## config.mk

```make
export PLATFORM = sky130hd
export DESIGN_NAME = stdin_uart_rx_flat
export DESIGN_NICKNAME = d
export VERILOG_FILES = /design/src/rtl/stdin_uart_rx_pkg.sv /design/src/rtl/stdin_uart_rx_if.sv /design/src/rtl/stdin_uart_rx_sync_fifo.sv /design/src/rtl/stdin_uart_rx.sv /design/src/flat_wrapper.sv
export SDC_FILE = /design/constraint.sdc
export NUM_CORES = 1
export LEC_CHECK = 0
export CORE_MARGIN = 8
export CORE_UTILIZATION = 45
export DETAILED_ROUTE_END_ITERATION = 10
export GPL_TIMING_DRIVEN = 0
export PLACE_DENSITY_LB_ADDON = 0.2
export SETUP_SLACK_MARGIN = 0.4
export SLEW_MARGIN = 20
export SYNTH_ARGS = -nofsm -noshare
export SYNTH_HDL_FRONTEND = slang
export SYNTH_SLANG_ARGS = --single-unit
export TNS_END_PERCENT = 50
```

## constraint.sdc

```tcl
create_clock -name clk -period 3.5 [get_ports clk]
set_input_delay 0.35 -clock clk [delete_from_list [all_inputs] [get_ports clk]]
set_output_delay 0.35 -clock clk [all_outputs]
set_load 0.01 [all_outputs]
```

## src/rtl/stdin_uart_rx_pkg.sv

```systemverilog
// Shared definitions for the stdin UART receiver: FSM state encodings,
// the frame width and the default baud divisor.
package stdin_rx_pkg;

    localparam int FRAME_BITS = 8;

    // Clock cycles per bit at 115200 baud with the 12 MHz board clock.
    localparam int B115200 = 104;

    typedef enum logic [1:0] {
        IDLE  = 2'd0,
        START = 2'd1,
        DATA  = 2'd2,
        STOP  = 2'd3
    } rx_state_t;

endpackage

```

## src/rtl/stdin_uart_rx_if.sv

```systemverilog
// Pop handshake and status bundle between the stdin receiver (slave) and the
// processor input stage (master).
interface stdin_uart_rx_if
    import stdin_rx_pkg::*;
#(
    parameter int LEVEL_W = 5
);

    logic                  rd_en;
    logic [FRAME_BITS-1:0] data;
    logic                  valid;
    logic [LEVEL_W-1:0]    level;
    logic                  overrun;
    logic                  frame_err;

    modport master (
        output rd_en,
        input  data,
        input  valid,
        input  level,
        input  overrun,
        input  frame_err
    );

    modport slave (
        input  rd_en,
        output data,
        output valid,
        output level,
        output overrun,
        output frame_err
    );

endinterface

```

## src/rtl/stdin_uart_rx_sync_fifo.sv

```systemverilog
// Show-ahead circular FIFO with extended read/write pointers; the head reads
// as zero while empty. A push into a full FIFO only succeeds alongside a pop.
module sync_fifo #(
    parameter int WIDTH = 8,
    parameter int DEPTH = 16
) (
    input  logic                     clk,
    input  logic                     rstn,
    input  logic                     push,
    input  logic [WIDTH-1:0]         push_data,
    input  logic                     pop,
    output logic [WIDTH-1:0]         head,
    output logic                     full,
    output logic                     empty,
    output logic [$clog2(DEPTH):0]   level
);

    localparam int AW = $clog2(DEPTH);
    localparam logic [AW:0] PTR_ONE = 1;

    logic [WIDTH-1:0] mem [DEPTH];
    logic [AW:0]      wr_ptr;
    logic [AW:0]      rd_ptr;
    logic             do_pop;
    logic             do_push;

    assign empty   = (wr_ptr == rd_ptr);
    assign full    = (wr_ptr[AW] != rd_ptr[AW]) && (wr_ptr[AW-1:0] == rd_ptr[AW-1:0]);
    assign do_pop  = pop && !empty;
    // A simultaneous pop frees the slot, so a full FIFO can still accept the push.
    assign do_push = push && (!full || do_pop);
    assign level   = wr_ptr - rd_ptr;
    assign head    = empty ? '0 : mem[rd_ptr[AW-1:0]];

    always_ff @(posedge clk or negedge rstn) begin
        if (!rstn) begin
            wr_ptr <= '0;
            rd_ptr <= '0;
        end else begin
            if (do_push) wr_ptr <= wr_ptr + PTR_ONE;
            if (do_pop)  rd_ptr <= rd_ptr + PTR_ONE;
        end
    end

    always_ff @(posedge clk) begin
        if (do_push) mem[wr_ptr[AW-1:0]] <= push_data;
    end

endmodule

```

## src/rtl/stdin_uart_rx.sv

```systemverilog
// 8N1 UART receiver feeding a byte FIFO for the processor's input instruction.
// Define STDIN_RX_FRAME_CHECK_EN to drop bytes with a low stop bit and pulse frame_err.
module stdin_uart_rx
    import stdin_rx_pkg::*;
#(
    parameter int BAUD       = B115200,
    parameter int FIFO_DEPTH = 16
) (
    input  logic             clk,
    input  logic             rstn,
    input  logic             rx,
    stdin_uart_rx_if.slave   bus
);

    localparam int CNT_W = $clog2(BAUD);
    localparam int BIT_W = $clog2(FRAME_BITS);
    localparam int LVL_W = $clog2(FIFO_DEPTH) + 1;

    localparam logic [CNT_W-1:0] CNT_MAX  = CNT_W'(BAUD - 1);
    localparam logic [CNT_W-1:0] CNT_LOAD = CNT_W'(BAUD - BAUD / 2);
    localparam logic [CNT_W-1:0] CNT_ONE  = CNT_W'(1);
    localparam logic [BIT_W-1:0] BIT_LAST = BIT_W'(FRAME_BITS - 1);
    localparam logic [BIT_W-1:0] BIT_ONE  = BIT_W'(1);

    logic rx_s1;
    logic rx_sync;
    logic rx_prev;
    logic fall;
    logic tick;

    rx_state_t             state,   state_n;
    logic [CNT_W-1:0]      cnt,     cnt_n;
    logic [BIT_W-1:0]      bit_idx, bit_idx_n;
    logic [FRAME_BITS-1:0] shift,   shift_n;
    logic                  push;
    logic                  overrun_q;

    logic [FRAME_BITS-1:0] fifo_head;
    logic                  fifo_full;
    logic                  fifo_empty;
    logic [LVL_W-1:0]      fifo_level;

    // Synchronizer resets to the idle-high line level so reset release never looks like a start edge.
    always_ff @(posedge clk or negedge rstn) begin
        if (!rstn) begin
            rx_s1   <= 1'b1;
            rx_sync <= 1'b1;
            rx_prev <= 1'b1;
        end else begin
            rx_s1   <= rx;
            rx_sync <= rx_s1;
            rx_prev <= rx_sync;
        end
    end

    assign fall = rx_prev && !rx_sync;
    assign tick = (cnt == CNT_MAX);

    always_ff @(posedge clk or negedge rstn) begin
        if (!rstn) begin
            state   <= IDLE;
            cnt     <= '0;
            bit_idx <= '0;
            shift   <= '0;
        end else begin
            state   <= state_n;
            cnt     <= cnt_n;
            bit_idx <= bit_idx_n;
            shift   <= shift_n;
        end
    end

`ifdef STDIN_RX_FRAME_CHECK_EN
    logic frame_bad;
    logic frame_err_q;
`endif

    always_comb begin
        state_n   = state;
        cnt_n     = cnt;
        bit_idx_n = bit_idx;
        shift_n   = shift;
        push      = 1'b0;
`ifdef STDIN_RX_FRAME_CHECK_EN
        frame_bad = 1'b0;
`endif
        case (state)
            IDLE: begin
                cnt_n = '0;
                // Preload so the first tick lands half a bit after the edge.
                if (fall) begin
                    state_n = START;
                    cnt_n   = CNT_LOAD;
                end
            end
            START: begin
                cnt_n = cnt + CNT_ONE;
                if (tick) begin
                    cnt_n     = '0;
                    bit_idx_n = '0;
                    state_n   = rx_sync ? IDLE : DATA;
                end
            end
            DATA: begin
                cnt_n = cnt + CNT_ONE;
                if (tick) begin
                    cnt_n   = '0;
                    shift_n = {rx_sync, shift[FRAME_BITS-1:1]};
                    if (bit_idx == BIT_LAST) state_n = STOP;
                    else                     bit_idx_n = bit_idx + BIT_ONE;
                end
            end
            STOP: begin
                cnt_n = cnt + CNT_ONE;
                if (tick) begin
                    cnt_n   = '0;
                    state_n = IDLE;
`ifdef STDIN_RX_FRAME_CHECK_EN
                    if (rx_sync) push      = 1'b1;
                    else         frame_bad = 1'b1;
`else
                    push = 1'b1;
`endif
                end
            end
            default: state_n = IDLE;
        endcase
    end

    sync_fifo #(
        .WIDTH (FRAME_BITS),
        .DEPTH (FIFO_DEPTH)
    ) u_fifo (
        .clk       (clk),
        .rstn      (rstn),
        .push      (push),
        .push_data (shift),
        .pop       (bus.rd_en),
        .head      (fifo_head),
        .full      (fifo_full),
        .empty     (fifo_empty),
        .level     (fifo_level)
    );

    // A full FIFO implies valid, so rd_en alone decides whether the push survives.
    always_ff @(posedge clk or negedge rstn) begin
        if (!rstn) begin
            overrun_q <= 1'b0;
        end else begin
            overrun_q <= push && fifo_full && !bus.rd_en;
        end
    end

`ifdef STDIN_RX_FRAME_CHECK_EN
    always_ff @(posedge clk or negedge rstn) begin
        if (!rstn) frame_err_q <= 1'b0;
        else       frame_err_q <= frame_bad;
    end
    assign bus.frame_err = frame_err_q;
`else
    assign bus.frame_err = 1'b0;
`endif

    assign bus.data    = fifo_head;
    assign bus.valid   = !fifo_empty;
    assign bus.level   = fifo_level;
    assign bus.overrun = overrun_q;

endmodule

```

## src/flat_wrapper.sv

```systemverilog
// flat-port wrapper written by rule: the top's interface ports become plain ports
module stdin_uart_rx_flat import stdin_rx_pkg::*;
#(
    parameter int BAUD       = B115200,
    parameter int FIFO_DEPTH = 16
)
  (clk, rstn, rx, bus_rd_en, bus_data, bus_valid, bus_level, bus_overrun, bus_frame_err);
  stdin_uart_rx_if #(.LEVEL_W((3))) bus_i ();
  input  logic clk;
  input  logic rstn;
  input  logic rx;
  input wire logic [$bits(bus_i.rd_en)-1:0] bus_rd_en;
  output wire logic [$bits(bus_i.data)-1:0] bus_data;
  output wire logic [$bits(bus_i.valid)-1:0] bus_valid;
  output wire logic [$bits(bus_i.level)-1:0] bus_level;
  output wire logic [$bits(bus_i.overrun)-1:0] bus_overrun;
  output wire logic [$bits(bus_i.frame_err)-1:0] bus_frame_err;
  assign bus_i.rd_en = bus_rd_en;
  assign bus_data = bus_i.data;
  assign bus_valid = bus_i.valid;
  assign bus_level = bus_i.level;
  assign bus_overrun = bus_i.overrun;
  assign bus_frame_err = bus_i.frame_err;
  stdin_uart_rx #(.BAUD(BAUD), .FIFO_DEPTH(FIFO_DEPTH)) u_core (.clk(clk), .rstn(rstn), .rx(rx), .bus(bus_i));
endmodule
```

Figure 1. M1 wires (run 1).
The bar under the picture is 50 um long.
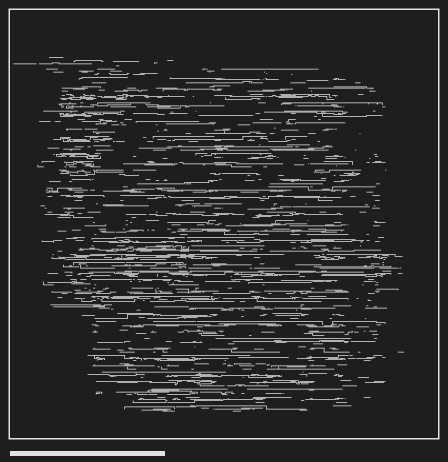
392 nets have wire on it. The wires run mostly horizontal. The layer carries 6040 um of wire. The longest straight run is 43.7 um.

Figure 2. Routed metal per tile (run 1).
The bar under the picture is 50 um long. The die is cut into 28 by 28 equal tiles; black is low, pale yellow is high, scaled to the fullest tile. Values are wire area over tile area, all layers added.
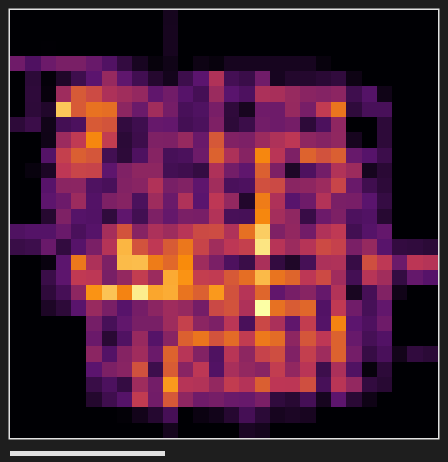
The fullest tile reaches 0.45. The mean over all tiles is 0.11. The densest ninth of the die: middle. 14% of the tiles are over half the peak. The emptiest ninth of the die: top right. 31% of the tiles are nearly empty.
GRT Overall Usage: 14.2%
WL final: 13.0 mm
wire per inst: 21.5 um
via count: 3349

Figure 3. Local utilization (run 1).
The bar under the picture is 50 um long. The die is cut into 14 by 14 equal tiles; black is low, pale yellow is high, 0 to 100% covered.
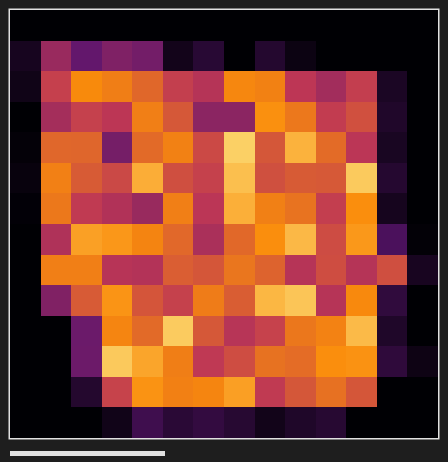
The mean over all tiles is 40%. The densest ninth of the die: middle. 24% of the tiles are nearly empty.
core area: 14600 um2
final core utilization: 53.6%
fp util: 46.1%

==> run 1: synthesized netlist by cell type, types with 8 or more instances <==
cell type and instances:
a21oi_1 12, and2_1 8, and3_1 16, dfrtp_1 31
edfxtp_1 128, ha_1 10, mux2_2 19, mux2i_1 8
mux4_1 8, mux4_2 24, nand3_1 8, nor2_1 10
o21ai_0 9, xnor2_1 11
==> run 1: cell type report <==
cell class | count | share of cell area (%)
clock inverters | 12 | 2.40
well taps | 184 | 2.94
repair buffers | 20 | 2.53
plain buffers | 17 | 1.89
inverters | 6 | 0.352
flip-flops and latches | 162 | 60.0
multi-input cells | 185 | 24.3
clock buffers | 20 | 5.58
==> run 1: metrics by stage <==
step | setup TNS, ns | utilization, % | power [W] | instances
2_1_floorplan | 0 | - | 0.00321 | 370
3_3_place_gp | -0.822 | 48.8 | 0.00370 | 570
3_5_place_dp | -0.0411 | 49.0 | 0.00373 | 572
4_1_cts | 0 | 53.6 | 0.00570 | 606
5_1_grt | 0 | 53.6 | 0.00589 | 606
6_report | 0 | 53.6 | 0.00564 | 606
==> run 1: where the power goes <==
part	total (W)	internal [W]	switching (W)
Sequential	0.00221	0.00214	0.0000750
Combinational	0.00146	0.000729	0.000732
Clock	0.00196	0.00126	0.000706
==> run 1: worst reg2reg max path: stages, from the launching register on <==
cell,delay [ns]
dfrtp_1,0.41
buf_12,0.17
buf_12,0.16
inv_6,0.12
ha_1,0.26
nand3b_1,0.08
and4bb_4,0.25
nor2_1,0.26
buf_2,0.26
and3_1,0.50
==> run 1: routing by layer <==
| layer | share of wire (%) | track usage [%] |
|---|---|---|
| met4 | 1.1 | 5.55 |
| met5 | 0 | 0 |
| met3 | 6.1 | 3.84 |
| met1 | 46 | 19.1 |
| met2 | 47 | 21.5 |
==> run 1: sequential cells by signal, summed over array words and instances (netlist names), named ones only <==
register,count
u_core.u_fifo.mem,128
u_core.shift,8
u_core.bit_idx,3
u_core.u_fifo.rd_ptr,5
u_core.bus.overrun,1
u_core.cnt,7
u_core.rx_s1,1
u_core.u_fifo.wr_ptr,5
u_core.state,1
u_core.rx_prev,1
u_core.rx_sync,1
==> run 1: logic make-up after synthesis <==
group	count (synthesis)
flops	162
simple gates	70
mux	59
compound gates	28
buf+inv	23
xor+xnor	16
fa+ha+maj	11
other cells	1
==> run 1: what timing repair did <==
action,4_1_cts,5_1_grt
gates resized,20,0
hold buffers,1,0
buffers inserted,1,0
endpoints found under the setup margin,105,0
hold endpoints to repair,14,0
==> run 1: worst max path at each step <==
stage / startpoint / endpoint / slack (ns) / cells after the start
floorplan: u_core.u_fifo.rd_ptr[1] / u_core.u_fifo.mem[15][0] / 0.87 / 7
global placement: u_core.u_fifo.rd_ptr[1] / u_core.u_fifo.mem[15][1] / -0.1 / 7
detailed placement: u_core.u_fifo.rd_ptr[1] / bus_data[2] / -0.04 / 10
CTS: u_core.u_fifo.rd_ptr[0] / bus_data[4] / 0.47 / 7
global route: u_core.u_fifo.rd_ptr[1] / bus_data[7] / 0.41 / 10
finish: u_core.u_fifo.rd_ptr[0] / bus_data[2] / 0.53 / 7
==> results_slide.txt, run 1 <==
Synthesis and Place & Route Summary

Run status
  • Status: completed

Layout
  • Fill count: 1175
  • Most frequent logic cell in the layout: edfxtp_1
  • Share of cells above drive strength 1: 23.2%
  • Antenna cells: 0
  • Final instance area: 7830 um2
  • Top Layout Cells: edfxtp_1, dfrtp_1, mux4_2
  • Layout area overhead: 16.4%
  • Gate Area: 1900 um2
  • Flop area: 4700 um2
  • Fin nets: 424

Routing
  • Initial drt markers: 283
  • Vias per cell: 5.53
  • Final antenna-violating net count: 0
  • First-pass detailed-route iteration total: 4

Yosys
  • YS chip area: 6730 um2
  • Synth flops: 162
  • Synth area leader: edfxtp_1
  • AND-OR/OR-AND Cells, Area Fraction: 2.34%
  • # Cells Yosys: 370
  • Post-synth seq share: 69.9%
  • Number of enable flip-flop cells: 128
  • Post-Synthesis Cells: 370
  • Mux share of post-synthesis cell area: 15.5%
  • And+or+nand+nor area frac: 5.99%
  • Syn nets: 385
  • Yosys warns: 0
  • Top_reg_cell synth: edfxtp_1
  • Distinct lib cells: 43
  • Adders+Majority by Area: 2.16%
  • Top cells by area: edfxtp_1, dfrtp_1, mux4_2
  • Synth Area in XOR/XNOR: 2.08%

Clock network
  • Clock Sinks: 162
  • Root buffer cell: clkbuf_16
  • Clk slew on worst S/H paths: 0.06 ns
  • Clk buf depth: 2
  • Clk Latency, worst-skew pair: 0.42 ns
  • CTS Buf Count: 17

STA
  • Max Fclk: 337 MHz
  • Measured slew at the worst slew-check pin: 0.666 ns
  • Slew headroom: 55.6%
  • WHS: 0.338 ns
  • Final Hold Fails: 0
  • Final max-slew violation count: 0
  • Final period utilization: 84.8%
  • RSZ-0062 raised after global routing: no
  • Post-route clock skew: 0.00790 ns
  • Worst Slack Setup Final: 0.531 ns

Worst hold path
  • Hold Crit Depth: 1
  • Worst min-delay path category: input pin to flop
  • Hold-critical path endpoint: u_core.rx_s1

GRT
  • First-pass GRT wire length: 20.5 mm
  • Vias in the first global route: 3481
  • Aggregate global routing overflow: 0
  • Antenna violations before repair: 0
  • Pin count of the biggest net entering global routing: 19

Critical path
  • Worst R2R End: u_core.u_fifo.mem[4][0]
  • Reg2reg start: u_core.u_fifo.rd_ptr[1]
  • R2r setup slk: 0.66 ns
  • CP bufs+invs: 3
  • CP cell instances: buf_6 -> buf_12 -> mux4_2 -> mux2_2 -> o21ai_0 -> a21oi_1 -> dlygate4sd2_1
  • Worst EP required: 3.15 ns
  • Slowest CP cell: mux4_2
  • Worst Reg-to-Reg Cells: 9
  • Crit path arrival time: 2.62 ns
  • Nature of the critical path endpoint: output pin
  • Crit path kind: flop to output pin
  • Crit-path max cell delay: 0.51 ns

Job
  • Log Warnings: 30
  • Max Cap Viol: 0

Die
  • Die W: 138 um
  • Ports: 18
  • Total die area: 19100 um2

Place
  • Port buffer count: 16
  • Placement Cell Area: 7150 um2
  • Pre-CTS setup slack: -0.0361 ns
  • Final GP Congestion: 0.784
  • Hpwl dp: 8.65 mm

Power
  • PD cells: 720 nW/um2
  • Max VDD drop: 408 uV
  • LEAKAGE: 2.88 nW
==> run 1 -> run 2 <==
- clock period: 3.5 -> 2.41 ns (I/O delays scaled with it)
Figure 4. Routing congestion (run 2).
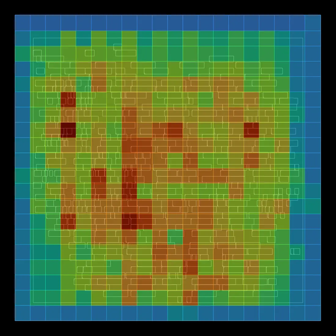
GR Util met3: 5.38%
GR Layer Usage met1: 19.9%

==> run 2 against run 1 <==
Effect of this change:
- hold slack got worse by 0.12 ns
- critical path depth unchanged
- clock skew grew 0.0028 ns
- sequential cell count did not move
- wire length up 6.6%
- setup slack got worse by 0.62 ns
- largest cell class unchanged
- power up 50%
- the run now ends with negative setup slack left
- non-clock buffer count up 23
==> results_slide.txt, run 2 <==
Synthesis and Place & Route Summary

Run status
  • Status: finished, violations left (was completed)
  • Failing checks: negative setup slack

STA
  • Tmin final: 2.50 ns
  • Setup-failing EPs final: 8 (was 0)
  • Max Fclk: 400 MHz
  • Final max-slew violation count: 0 (unchanged)
  • Worst Slack Setup Final: -0.0892 ns (was 0.531 ns)
  • Post-route clock skew: 0.0107 ns (was 0.00790 ns)
  • Slew headroom: 56.5% (was 55.6%)
  • Final period utilization: 104%
  • Final Hold Fails: 0 (unchanged)
  • RSZ-0062 raised after global routing: yes (was no)
  • Measured slew at the worst slew-check pin: 0.652 ns (was 0.666 ns)

Layout
  • Antenna cells: 0 (unchanged)
  • Share of cells above drive strength 1: 40.0% (was 23.2%)
  • Top Layout Cells: edfxtp_1, mux4_2, dfrtp_1 (was edfxtp_1, dfrtp_1, mux4_2)
  • Final std cells w/o fill: 629 (was 606)
  • Largest register FFs: 128 (unchanged)
  • Most frequent logic cell in the layout: edfxtp_1 (unchanged)
  • Fin nets: 447 (was 424)
  • Layout area overhead: 22.3% (was 16.4%)

Job
  • Max Cap Viol: 0 (unchanged)
  • Log Warnings: 33 (was 30)

Yosys
  • # Cells Yosys: 370 (unchanged)
  • Syn nets: 385 (unchanged)
  • Most common cell in the netlist: edfxtp_1 (unchanged)
  • And+or+nand+nor area frac: 5.99% (unchanged)
  • Top cells by area: edfxtp_1, dfrtp_1, mux4_2 (unchanged)
  • YS chip area: 6730 um2 (unchanged)
  • Distinct lib cells: 43 (unchanged)
  • Post-Syn Area: 6730 um2 (unchanged)
  • Synth Area in XOR/XNOR: 2.08% (unchanged)
  • Number of enable flip-flop cells: 128 (unchanged)
  • AND-OR/OR-AND Cells, Area Fraction: 2.34% (unchanged)
  • Synth area leader: edfxtp_1 (unchanged)
  • Post-Synthesis Cells: 370 (unchanged)
  • Share of the synthesized area in the top cell type: 57.2% (unchanged)
  • Syn avg cell area: 18.2 um2 (unchanged)
  • Adders+Majority by Area: 2.16% (unchanged)
  • Dominant combinational family: multiplexers (unchanged)
  • Ys async rst share: 21.0% (unchanged)
  • Mux share of post-synthesis cell area: 15.5% (unchanged)
  • Post-synth seq share: 69.9% (unchanged)
  • Yosys warns: 0 (unchanged)
  • Synth flops: 162 (unchanged)
  • Top_reg_cell synth: edfxtp_1 (unchanged)
  • Synth top cells by count: edfxtp_1, dfrtp_1, mux4_2 (unchanged)

Critical path
  • CP cell instances: buf_12 -> buf_4 -> mux4_1 -> mux2_2 -> o21ai_1 -> a21oi_1 -> buf_2 (was buf_6 -> buf_12 -> mux4_2 -> mux2_2 -> o21ai_0 -> a21oi_1 -> dlygate4sd2_1)
  • CP delay by family, top: multiplexers (unchanged)
  • CP Max Fanout: 7 (was 10)
  • CP Launch Type: flop (unchanged)
  • Slowest CP cell: mux4_1 (was mux4_2)
  • Crit path arrival time: 2.26 ns (was 2.62 ns)
  • Nature of the critical path endpoint: output pin (unchanged)
  • Crit-path max cell delay: 0.53 ns (was 0.51 ns)
  • Worst EP required: 2.17 ns (was 3.15 ns)
  • CP bufs+invs: 3 (unchanged)
  • Crit path kind: flop to output pin (unchanged)

Routing
  • Final antenna-violating net count: 0 (unchanged)
  • DRC violations left: 0 (unchanged)
  • Via count: 3474 (was 3349)
  • First-pass detailed-route iteration total: 5 (was 4)
  • WL final: 13.9 mm (was 13.0 mm)
  • Vias per cell: 5.52 (was 5.53)
  • Wire per inst: 22.1 um (was 21.5 um)
  • Initial drt markers: 400 (was 283)

Die
  • Total die area: 19100 um2 (unchanged)
  • Die W: 138 um (unchanged)
  • Core area: 14600 um2 (unchanged)
  • Die Ht: 138 um (unchanged)
  • Fp util: 46.1% (unchanged)
  • Ports: 18 (unchanged)
  • Std-Cell Rows: 44 (unchanged)

Place
  • Hpwl dp: 8.56 mm (was 8.65 mm)
  • Port buffer count: 16 (unchanged)
  • Pre-CTS setup slack: -0.452 ns (was -0.0361 ns)
  • Final GP Congestion: 0.797 (was 0.784)
  • DP Cell Count: 571 (was 572)

Power
  • PD cells: 1020 nW/um2 (was 720 nW/um2)
  • Max VDD drop: 693 uV (was 408 uV)
  • Design Power: 0.00843 W (was 0.00564 W)
  • LEAKAGE: 3.00 nW (was 2.88 nW)

Clock network
  • Clk Latency, worst-skew pair: 0.43 ns (was 0.42 ns)
  • CTS Buf Count: 17 (unchanged)
  • Clock Sinks: 162 (unchanged)
  • H-tree levels: 4 (unchanged)
  • Clk slew on worst S/H paths: 0.06 ns (about the same)
  • Root buffer cell: clkbuf_16 (unchanged)
  • TritonCTS clock tree: built (unchanged)
  • Clk buf depth: 2 (unchanged)

GRT
  • GRT Overall Usage: 15.2% (was 14.2%)
  • Antenna violations before repair: 0 (unchanged)
  • Aggregate global routing overflow: 0 (unchanged)
  • Vias in the first global route: 3590 (was 3481)
  • Pin count of the biggest net entering global routing: 19 (unchanged)
  • First-pass GRT wire length: 21.7 mm (was 20.5 mm)

Worst hold path
  • Worst min-delay path category: input pin to flop (unchanged)
run 2: final cells by class:
cell class                 count  area, um2
buffer                        17        178
clock buffer                  18        429
clock inverter                14        153
fill                        1096       6360
inverter                       6       35.0
multi-input combinational    185       2100
sequential                   162       4700
tap                          184        230
timing repair buffer          43        403
run 2: path summary, 6_finish.rpt:
check | startpoint | to | slack [ns] | depth (start not counted)
worst max-delay path | u_core.u_fifo.rd_ptr[0] | bus_data[0] | -0.09 | 7
worst min-delay path | rx | u_core.rx_s1 | 0.22 | 1
worst max register to register | u_core.u_fifo.rd_ptr[1] | u_core.u_fifo.mem[7][3] | 0.35 | 8
worst min register to register | u_core.rx_s1 | u_core.rx_sync | 0.35 | 0
max in group asynchronous | rstn | u_core.rx_prev | 1.62 | 3
min in group asynchronous | rstn | u_core.cnt[2] | 0.28 | 2
run 2: per-stage QoR:
step / util [%] / hold slack [ns] / instance area, um2 / setup TNS [ns]
6_report: 56.4 / 0.223 / 8230 / -0.587
5_1_grt: 56.4 / 0.221 / 8230 / -1.23
4_1_cts: 55.9 / 0.210 / 8150 / -0.838
3_5_place_dp: 49.8 / 0.204 / 7260 / -4.27
3_3_place_gp: 49.6 / 0.346 / 7240 / -4.18
2_1_floorplan: - / -0.0546 / 6850 / 0
run 2: logic make-up (layout without fill, tap and decap cells):
logic type | count (synthesis) | in the layout
compound gates | 28 | 28
xor+xnor | 16 | 16
fa+ha+maj | 11 | 11
buf+inv | 23 | 98
flops | 162 | 162
mux | 59 | 59
other cells | 1 | 1
simple gates | 70 | 70
run 2: metal layers:
layer / GRT usage [%] / share of wire [%]
met1: 19.9 / 45
met2: 22.5 / 47
met3: 5.38 / 6.5
met4: 6.06 / 1.7
met5: 0 / 0
run 2: repair_timing:
item / CTS / global route
hold endpoints to repair: 16 / 0
cloned: 3 / 0
hold buffers: 1 / 0
endpoints found under the setup margin: 147 / 149
resized: 98 / 15
pin swaps: 8 / 5
setup buffers: 20 / 2
run 2: report_power, final:
| group | leakage, nW | internal, W | switching [W] |
|---|---|---|---|
| Combinational | 1.08 | 0.00131 | 0.00125 |
| Sequential | 1.63 | 0.00311 | 0.000112 |
| Clock | 0.286 | 0.00154 | 0.00111 |
| Total | 3.00 | 0.00596 | 0.00247 |
Power is estimated from default activity; no workload was simulated.
